### config.mk
export PLATFORM = sky130hd
export DESIGN_NAME = strip_tile_scheduler_flat
export DESIGN_NICKNAME = d
export VERILOG_FILES = /design/src/rtl/strip_tile_pkg.sv /design/src/rtl/strip_tile_scheduler_if.sv /design/src/rtl/tile_rd_addr_gen.sv /design/src/rtl/strip_tile_scheduler.sv /design/src/flat_wrapper.sv
export SDC_FILE = /design/constraint.sdc
export NUM_CORES = 1
export LEC_CHECK = 0
export ABC_AREA = 1
export CORE_MARGIN = 2
export CORE_UTILIZATION = 50
export CTS_BUF_LIST = sky130_fd_sc_hd__clkbuf_4 sky130_fd_sc_hd__clkbuf_8
export CTS_CLUSTER_SIZE = 14
export DETAILED_ROUTE_END_ITERATION = 7
export PLACE_DENSITY = 0.78
export SYNTH_ARGS = -nofsm -noshare
export SYNTH_HDL_FRONTEND = slang
export SYNTH_SLANG_ARGS = --single-unit
### constraint.sdc
create_clock -name iClk -period 4.8 [get_ports iClk]
set_input_delay 0.96 -clock iClk [delete_from_list [all_inputs] [get_ports iClk]]
set_output_delay 0.96 -clock iClk [all_outputs]
set_load 0.01 [all_outputs]
### src/rtl/strip_tile_pkg.sv
// Shared constants, read FSM encoding and address helpers for the strip/tile line buffer.
package strip_tile_pkg;

    localparam int unsigned IMG_WIDTH_DEF   = 640;
    localparam int unsigned IMG_HEIGHT_DEF  = 480;
    localparam int unsigned TILE_WIDTH_DEF  = 16;
    localparam int unsigned TILE_HEIGHT_DEF = 16;

    // Pixels per strip bank, tiles per strip, strips per frame at the default geometry
    localparam int unsigned STRIP = IMG_WIDTH_DEF * TILE_HEIGHT_DEF;
    localparam int unsigned TPS   = IMG_WIDTH_DEF / TILE_WIDTH_DEF;
    localparam int unsigned SPF   = IMG_HEIGHT_DEF / TILE_HEIGHT_DEF;

    typedef enum logic {
        R_IDLE   = 1'b0,
        R_ACTIVE = 1'b1
    } rdState_t;

    // Linear buffer address of (row, col) inside a strip bank
    function automatic int unsigned bufAddr(input int unsigned bank,
                                            input int unsigned stripSize,
                                            input int unsigned row,
                                            input int unsigned width,
                                            input int unsigned col);
        return bank * stripSize + row * width + col;
    endfunction

    // Counter width able to hold 0..n-1, never narrower than one bit
    function automatic int unsigned cntW(input int unsigned n);
        return (n > 1) ? $clog2(n) : 1;
    endfunction

endpackage

### src/rtl/strip_tile_scheduler_if.sv
// Pixel-in / BRAM-control-out bundle of the strip tile scheduler.
interface strip_tile_scheduler_if #(
    parameter int unsigned ADDR_W = 15
);
    logic              iPixValid;
    logic              iSof;
    logic              oPixReady;
    logic              iOutReady;
    logic              oWrEn;
    logic [ADDR_W-1:0] oWrAddr;
    logic              oRdEn;
    logic [ADDR_W-1:0] oRdAddr;
    logic              oRdValid;
    logic              oTileStart;
    logic              oTileLast;
    logic              oFrameDone;
    logic              oSofErr;

    // Scheduler side
    modport master (
        input  iPixValid, iSof, iOutReady,
        output oPixReady, oWrEn, oWrAddr, oRdEn, oRdAddr,
               oRdValid, oTileStart, oTileLast, oFrameDone, oSofErr
    );

    // Source / consumer / BRAM side
    modport slave (
        output iPixValid, iSof, iOutReady,
        input  oPixReady, oWrEn, oWrAddr, oRdEn, oRdAddr,
               oRdValid, oTileStart, oTileLast, oFrameDone, oSofErr
    );
endinterface

### src/rtl/tile_rd_addr_gen.sv
// Walks a full strip bank in 16x16 tile order and tags tile/strip boundaries.
module tile_rd_addr_gen
    import strip_tile_pkg::*;
#(
    parameter int unsigned IMG_WIDTH   = IMG_WIDTH_DEF,
    parameter int unsigned TILE_WIDTH  = TILE_WIDTH_DEF,
    parameter int unsigned TILE_HEIGHT = TILE_HEIGHT_DEF,
    parameter int unsigned ADDR_W      = 15
) (
    input  logic              iClk,
    input  logic              iRst,
    input  logic              iAdvance,
    input  logic              iBank,
    output logic [ADDR_W-1:0] oRdAddr,
    output logic              oTileStart,
    output logic              oTileLast,
    output logic              oStripLast
);

    localparam int unsigned stripSize     = IMG_WIDTH * TILE_HEIGHT;
    localparam int unsigned tilesPerStrip = IMG_WIDTH / TILE_WIDTH;
    localparam int unsigned C_W           = cntW(TILE_WIDTH);
    localparam int unsigned R_W           = cntW(TILE_HEIGHT);
    localparam int unsigned TX_W          = cntW(tilesPerStrip);

    logic [C_W-1:0]  c;
    logic [R_W-1:0]  r;
    logic [TX_W-1:0] tx;
    logic            cLast;
    logic            rLast;
    logic            txLast;

    assign cLast  = (c  == C_W'(TILE_WIDTH - 1));
    assign rLast  = (r  == R_W'(TILE_HEIGHT - 1));
    assign txLast = (tx == TX_W'(tilesPerStrip - 1));

    assign oTileStart = (c == '0) && (r == '0);
    assign oTileLast  = cLast && rLast;
    assign oStripLast = cLast && rLast && txLast;

    assign oRdAddr = ADDR_W'(bufAddr(32'(iBank), stripSize, 32'(r), IMG_WIDTH,
                                     32'(tx) * TILE_WIDTH + 32'(c)));

    // Column inside tile, then row inside tile, then tile index; advance per issued read
    always_ff @(posedge iClk or negedge iRst) begin
        if (!iRst) begin
            c  <= '0;
            r  <= '0;
            tx <= '0;
        end else if (iAdvance) begin
            if (!cLast) begin
                c <= c + C_W'(1);
            end else begin
                c <= '0;
                if (!rLast) begin
                    r <= r + R_W'(1);
                end else begin
                    r  <= '0;
                    tx <= txLast ? '0 : tx + TX_W'(1);
                end
            end
        end
    end

endmodule

### src/rtl/strip_tile_scheduler.sv
// Ping-pong strip buffer sequencer: raster writes in, 16x16 tile-ordered reads out.
module strip_tile_scheduler
    import strip_tile_pkg::*;
#(
    parameter int unsigned IMG_WIDTH   = IMG_WIDTH_DEF,
    parameter int unsigned IMG_HEIGHT  = IMG_HEIGHT_DEF,
    parameter int unsigned TILE_WIDTH  = TILE_WIDTH_DEF,
    parameter int unsigned TILE_HEIGHT = TILE_HEIGHT_DEF,
    parameter int unsigned RD_LATENCY  = 2,
    parameter int unsigned ADDR_W      = 15
) (
    input  logic                   iClk,
    input  logic                   iRst,
    strip_tile_scheduler_if.master bus
);

    localparam int unsigned stripSize      = IMG_WIDTH * TILE_HEIGHT;
    localparam int unsigned stripsPerFrame = IMG_HEIGHT / TILE_HEIGHT;
    localparam int unsigned COL_W          = cntW(IMG_WIDTH);
    localparam int unsigned LINE_W         = cntW(TILE_HEIGHT);
    localparam int unsigned SC_W           = cntW(stripsPerFrame);

    logic [COL_W-1:0]  col;
    logic [LINE_W-1:0] line;
    logic [SC_W-1:0]   wStrip;
    logic [SC_W-1:0]   rStrip;
    logic              wBank;
    logic              rBank;
    logic [1:0]        bankFull;
    logic [1:0]        bankFullNext;
    logic              sofErr;
    rdState_t          rState;

    logic              pixReady;
    logic              accept;
    logic              posZero;
    logic [COL_W-1:0]  colEff;
    logic [LINE_W-1:0] lineEff;
    logic [SC_W-1:0]   wStripEff;
    logic              wrStripEnd;

    logic              rdEn;
    logic              rdFinal;
    logic              tileStart;
    logic              tileLast;
    logic              stripLast;
    logic              frameLast;
    logic [3:0]        pipe [RD_LATENCY];

    // A start-of-frame pixel lands at (0,0) of the current write bank
    assign pixReady   = !bankFull[wBank];
    assign accept     = bus.iPixValid && pixReady;
    assign posZero    = (col == '0) && (line == '0);
    assign colEff     = bus.iSof ? '0 : col;
    assign lineEff    = bus.iSof ? '0 : line;
    assign wStripEff  = bus.iSof ? '0 : wStrip;
    assign wrStripEnd = (lineEff == LINE_W'(TILE_HEIGHT - 1)) && (colEff == COL_W'(IMG_WIDTH - 1));

    assign bus.oPixReady = pixReady;
    assign bus.oWrEn     = accept;
    assign bus.oWrAddr   = ADDR_W'(bufAddr(32'(wBank), stripSize, 32'(lineEff), IMG_WIDTH, 32'(colEff)));
    assign bus.oSofErr   = sofErr;

    // Raster write position, strip count and sticky misplaced-SOF flag
    always_ff @(posedge iClk or negedge iRst) begin
        if (!iRst) begin
            col    <= '0;
            line   <= '0;
            wStrip <= '0;
            wBank  <= 1'b0;
            sofErr <= 1'b0;
        end else if (accept) begin
            if (wrStripEnd) begin
                col    <= '0;
                line   <= '0;
                wBank  <= ~wBank;
                wStrip <= (wStripEff == SC_W'(stripsPerFrame - 1)) ? '0 : wStripEff + SC_W'(1);
            end else if (colEff == COL_W'(IMG_WIDTH - 1)) begin
                col    <= '0;
                line   <= lineEff + LINE_W'(1);
                wStrip <= wStripEff;
            end else begin
                col    <= colEff + COL_W'(1);
                line   <= lineEff;
                wStrip <= wStripEff;
            end
            if (bus.iSof && (!posZero || (wStrip != '0))) begin
                sofErr <= 1'b1;
            end
        end
    end

    // Fill and release of the two banks; set and clear never collide on one bank
    always_comb begin
        bankFullNext = bankFull;
        if (accept && wrStripEnd) begin
            bankFullNext[wBank] = 1'b1;
        end
        if (rdFinal) begin
            bankFullNext[rBank] = 1'b0;
        end
    end

    // Bank occupancy register
    always_ff @(posedge iClk or negedge iRst) begin
        if (!iRst) begin
            bankFull <= '0;
        end else begin
            bankFull <= bankFullNext;
        end
    end

    assign rdEn      = (rState == R_ACTIVE) && bus.iOutReady;
    assign rdFinal   = rdEn && stripLast;
    assign frameLast = stripLast && (rStrip == SC_W'(stripsPerFrame - 1));

    assign bus.oRdEn = rdEn;

    tile_rd_addr_gen #(
        .IMG_WIDTH  (IMG_WIDTH),
        .TILE_WIDTH (TILE_WIDTH),
        .TILE_HEIGHT(TILE_HEIGHT),
        .ADDR_W     (ADDR_W)
    ) u_rdAddrGen (
        .iClk      (iClk),
        .iRst      (iRst),
        .iAdvance  (rdEn),
        .iBank     (rBank),
        .oRdAddr   (bus.oRdAddr),
        .oTileStart(tileStart),
        .oTileLast (tileLast),
        .oStripLast(stripLast)
    );

    // Read FSM: wait for a full bank, drain it in tile order, hand it back
    always_ff @(posedge iClk or negedge iRst) begin
        if (!iRst) begin
            rState <= R_IDLE;
            rBank  <= 1'b0;
            rStrip <= '0;
        end else begin
            case (rState)
                R_IDLE: begin
                    if (bankFull[rBank]) begin
                        rState <= R_ACTIVE;
                    end
                end
                R_ACTIVE: begin
                    if (rdFinal) begin
                        rState <= R_IDLE;
                        rBank  <= ~rBank;
                        rStrip <= (rStrip == SC_W'(stripsPerFrame - 1)) ? '0 : rStrip + SC_W'(1);
                    end
                end
                default: rState <= R_IDLE;
            endcase
        end
    end

    // Align read framing with BRAM output data
    always_ff @(posedge iClk or negedge iRst) begin
        if (!iRst) begin
            for (int i = 0; i < int'(RD_LATENCY); i++) begin
                pipe[i] <= '0;
            end
        end else begin
            pipe[0] <= {rdEn, rdEn && tileStart, rdEn && tileLast, rdEn && frameLast};
            for (int i = 1; i < int'(RD_LATENCY); i++) begin
                pipe[i] <= pipe[i-1];
            end
        end
    end

    assign {bus.oRdValid, bus.oTileStart, bus.oTileLast, bus.oFrameDone} = pipe[RD_LATENCY-1];

endmodule

### src/flat_wrapper.sv
// flat-port wrapper written by rule: the top's interface ports become plain ports
module strip_tile_scheduler_flat import strip_tile_pkg::*;
#(
    parameter int unsigned IMG_WIDTH   = IMG_WIDTH_DEF,
    parameter int unsigned IMG_HEIGHT  = IMG_HEIGHT_DEF,
    parameter int unsigned TILE_WIDTH  = TILE_WIDTH_DEF,
    parameter int unsigned TILE_HEIGHT = TILE_HEIGHT_DEF,
    parameter int unsigned RD_LATENCY  = 2,
    parameter int unsigned ADDR_W      = 15
)
  (iClk, iRst, bus_iPixValid, bus_iSof, bus_iOutReady, bus_oPixReady, bus_oWrEn, bus_oWrAddr, bus_oRdEn, bus_oRdAddr, bus_oRdValid, bus_oTileStart, bus_oTileLast, bus_oFrameDone, bus_oSofErr);
  strip_tile_scheduler_if #(.ADDR_W(ADDR_W)) bus_i ();
  input  logic iClk;
  input  logic iRst;
  input wire logic [$bits(bus_i.iPixValid)-1:0] bus_iPixValid;
  input wire logic [$bits(bus_i.iSof)-1:0] bus_iSof;
  input wire logic [$bits(bus_i.iOutReady)-1:0] bus_iOutReady;
  output wire logic [$bits(bus_i.oPixReady)-1:0] bus_oPixReady;
  output wire logic [$bits(bus_i.oWrEn)-1:0] bus_oWrEn;
  output wire logic [$bits(bus_i.oWrAddr)-1:0] bus_oWrAddr;
  output wire logic [$bits(bus_i.oRdEn)-1:0] bus_oRdEn;
  output wire logic [$bits(bus_i.oRdAddr)-1:0] bus_oRdAddr;
  output wire logic [$bits(bus_i.oRdValid)-1:0] bus_oRdValid;
  output wire logic [$bits(bus_i.oTileStart)-1:0] bus_oTileStart;
  output wire logic [$bits(bus_i.oTileLast)-1:0] bus_oTileLast;
  output wire logic [$bits(bus_i.oFrameDone)-1:0] bus_oFrameDone;
  output wire logic [$bits(bus_i.oSofErr)-1:0] bus_oSofErr;
  assign bus_i.iPixValid = bus_iPixValid;
  assign bus_i.iSof = bus_iSof;
  assign bus_i.iOutReady = bus_iOutReady;
  assign bus_oPixReady = bus_i.oPixReady;
  assign bus_oWrEn = bus_i.oWrEn;
  assign bus_oWrAddr = bus_i.oWrAddr;
  assign bus_oRdEn = bus_i.oRdEn;
  assign bus_oRdAddr = bus_i.oRdAddr;
  assign bus_oRdValid = bus_i.oRdValid;
  assign bus_oTileStart = bus_i.oTileStart;
  assign bus_oTileLast = bus_i.oTileLast;
  assign bus_oFrameDone = bus_i.oFrameDone;
  assign bus_oSofErr = bus_i.oSofErr;
  strip_tile_scheduler #(.IMG_WIDTH(IMG_WIDTH), .IMG_HEIGHT(IMG_HEIGHT), .TILE_WIDTH(TILE_WIDTH), .TILE_HEIGHT(TILE_HEIGHT), .RD_LATENCY(RD_LATENCY), .ADDR_W(ADDR_W)) u_core (.iClk(iClk), .iRst(iRst), .bus(bus_i));
endmodule
### Wiring by layer

Only two layers are drawn.
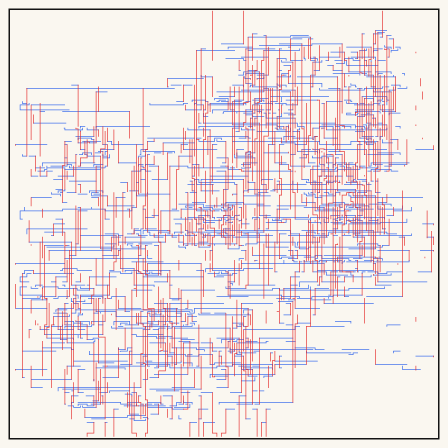
Blue marks M1, wire length 3440 um. Red marks M2, wire length 3590 um.

### Where the registers sit

Other sequential cells in the stronger grey, the rest of the logic in the fainter grey.
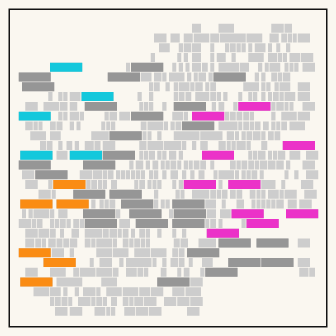
Cyan marks u_core.rStrip, placed flops 5. Orange marks u_core.u_rdAddrGen.tx, placed flops 6. Magenta marks u_core.col, placed flops 10, where middle right.
Another 31 sequential cells are not coloured.
area taken by flip-flops and latches: 0.00130 mm2
post-layout utilization of the core: 61.4%
fraction of standard cell area that is sequential: 31.0%

### Floorplan with the power grid

Scale bar: 20 um. Pins as bars on the die edge. Tap cells in grey.
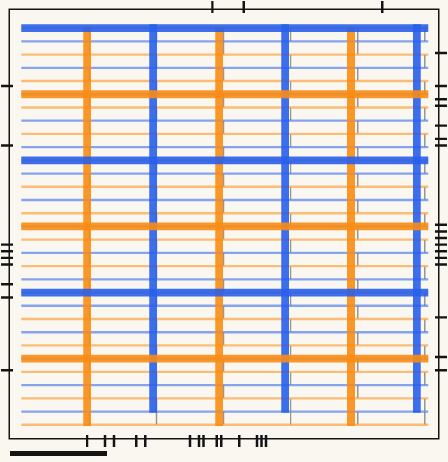
Orange marks VSS. Blue marks VDD.
6 straps on met4. 43 signal pins sit on the boundary. 96 tap cells. 6 straps on met5. The core has 30 rows.

### A small window of the routed layout

Region (54, 10) to (79, 35) um. Cells in grey, sequential cells in the stronger grey; small squares are vias.
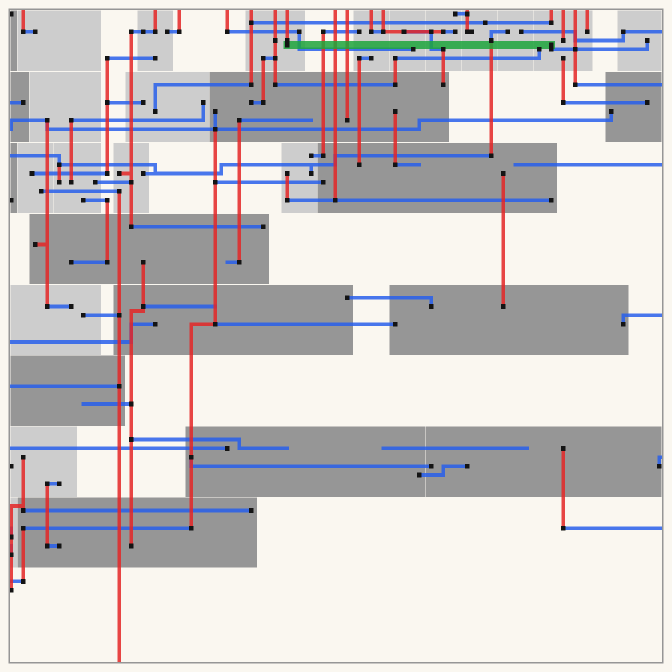
Blue marks M1. Green marks M3. Red marks M2.
Sequential cells in the window: 8. 26 logic cells have their middle in the window. Netlist names of flops here include u_core.col (3), u_core.pipe (2). Most frequent: dfrtp_1 (8), nand2_1 (5), inv_1 (4).

### Routing congestion map

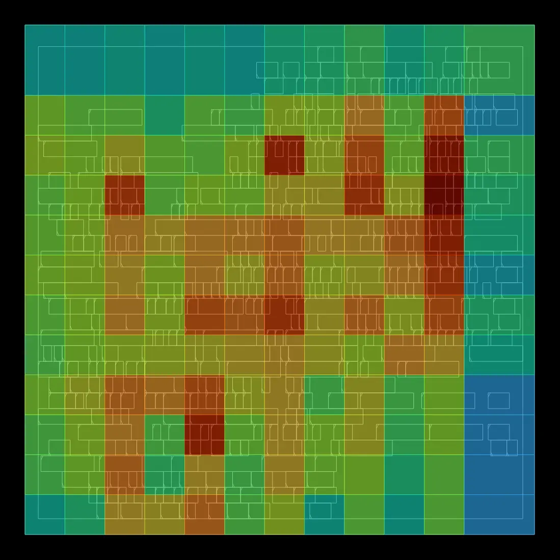
wire length per cell after detailed routing: 12.6 um
grt met3 use: 5.18%
met2 capacity usage during global routing: 34.8%

==> qor.log <==
[logic_synthesis] yosys cell count 456
[global_routing] first-pass GRT wire length 12800 um
[placed_design] Final GP Congestion 0.895
[finish] layout cell share with drive strength beyond 1 8.84%
[logic_synthesis] leading cell types by total area after synthesis sky130_fd_sc_hd__dfrtp_1 37%, sky130_fd_sc_hd__nand2_1 12%, sky130_fd_sc_hd__ha_1 9.9%
[finish] area of the multi-input gates 0.00190 mm2
[logic_synthesis] xor/xnor cell area share of the yosys netlist 5.42%
[logic_synthesis] Cell variety after synth 38
[pwr] Max power group combinational logic
[clocking] Reg clk slew, reported paths 0.09 ns
[logic_synthesis] cell with the most instances after synthesis sky130_fd_sc_hd__nand2_1
[run_status] run status complete, no violations
[clocking] clock root buffer master sky130_fd_sc_hd__clkbuf_8
[finish] clock network contribution to total cell area 2.21%
[timing] aggregate negative setup slack 0 ns
[detailed_routing] drt total wl 7630 um
[worst_setup_path] type of the worst setup path in -> out
[logic_synthesis] instance count of the mapped netlist 456
[worst_setup_path] most frequent cell on the critical path sky130_fd_sc_hd__inv_1
[clocking] buffers inserted by post-CTS timing repair 0
[finish] leading cell types in the layout, fill and taps excluded 109 x sky130_fd_sc_hd__nand2_1, 71 x sky130_fd_sc_hd__inv_1, 52 x sky130_fd_sc_hd__dfrtp_1
[floorplan] inserted tap cell count 96
[placed_design] Post-Place Cells 597
[finish] Area growth, synth to finish 18.7%
[pwr] Internal Dissipation 0.924 mW
[clocking] maximum root-to-sink buffer count 2
[timing] PnR worst setup slack 0.106 ns
[worst_setup_path] logic depth of the worst path, buffers included 16
[job] warning total across the stage logs 30
[worst_setup_path] critical path startpoint category input pin
[pwr] combinational logic power 0.639 mW
[clocking] post-cts hold-fix buffer tally 0
[placed_design] quantity of I/O buffers inserted on ports 42
[finish] total of fill cells in the finished design 616
[worst_setup_path] Reg-to-Reg Start u_core.wBank$_DFFE_PN0N_
[detailed_routing] metal2 WL 3590 um
[finish] nonclk buf count 54
[logic_synthesis] share of the yosys chip area belonging to registers 36.8%
[floorplan] number of cell rows 30
[finish] final instance area 0.00419 mm2
[global_routing] initial antenna violation count 0
[pwr] sequential cell power 0.524 mW
[finish] max reg flops 10
[finish] Layout Cells excl Fill 605
[worst_setup_path] worst endpoint data arrival time 3.73 ns
[worst_setup_path] crit end category primary output
[worst_setup_path] largest driver fanout on the critical path 6
[clocking] later-pin clock latency in the skew report 0.31 ns
[detailed_routing] metal3 WL 518 um
[global_routing] via count of the first global-routing pass 2942
[pwr] Pwr Density 339 mW/mm2
[floorplan] Initial Utilization 51.7%
[clocking] depth of the CTS H-tree 2
[finish] biggest registers after layout u_core.col: 10 flops, u_core.u_rdAddrGen.tx: 6 flops
[logic_synthesis] top cells by count 109 x sky130_fd_sc_hd__nand2_1, 71 x sky130_fd_sc_hd__inv_1, 52 x sky130_fd_sc_hd__dfrtp_1
[hold_path] WHS Endpoint u_core.bus.oTileStart$_DFF_PN0_
[finish] count of multi-input combinational gates 322
[clocking] clock tree from TritonCTS built
[floorplan] floorplan core area 0.00683 mm2
[worst_setup_path] reg-to-reg setup timing slack 2.74 ns
[timing] post-route minimum period 4.69 ns
[timing] measured slew at the worst slew-check pin 0.667 ns
[detailed_routing] number of violations reported at the end of detailed-routing iteration 0 190
[logic_synthesis] arithmetic-cell share of the synthesized area counting full adders, half adders and majority gates 11.6%
[timing] final-layout worst hold slack 0.355 ns
[placed_design] detailed placement HPWL 5740 um
[floorplan] Die Outline Area 0.00775 mm2
[global_routing] Top Usage Layer GRT met2
[global_routing] global router's overall resource usage 20.8%
[worst_setup_path] Max stage delay on crit path 0.52 ns
[pwr] static leakage 2.14 nW
[worst_setup_path] cell with the biggest individual delay on the critical path sky130_fd_sc_hd__clkdlybuf4s50_1
[logic_synthesis] number of register bits inferred by synthesis 52
[hold_path] worst min-delay path startpoint u_core.pipe[6]$_DFF_PN0_
[logic_synthesis] mean instance size in the synthesized netlist 7.75 um2
[pwr] relative contribution of the clock network to total power 18.1%
Power is estimated from default activity; no workload was simulated.
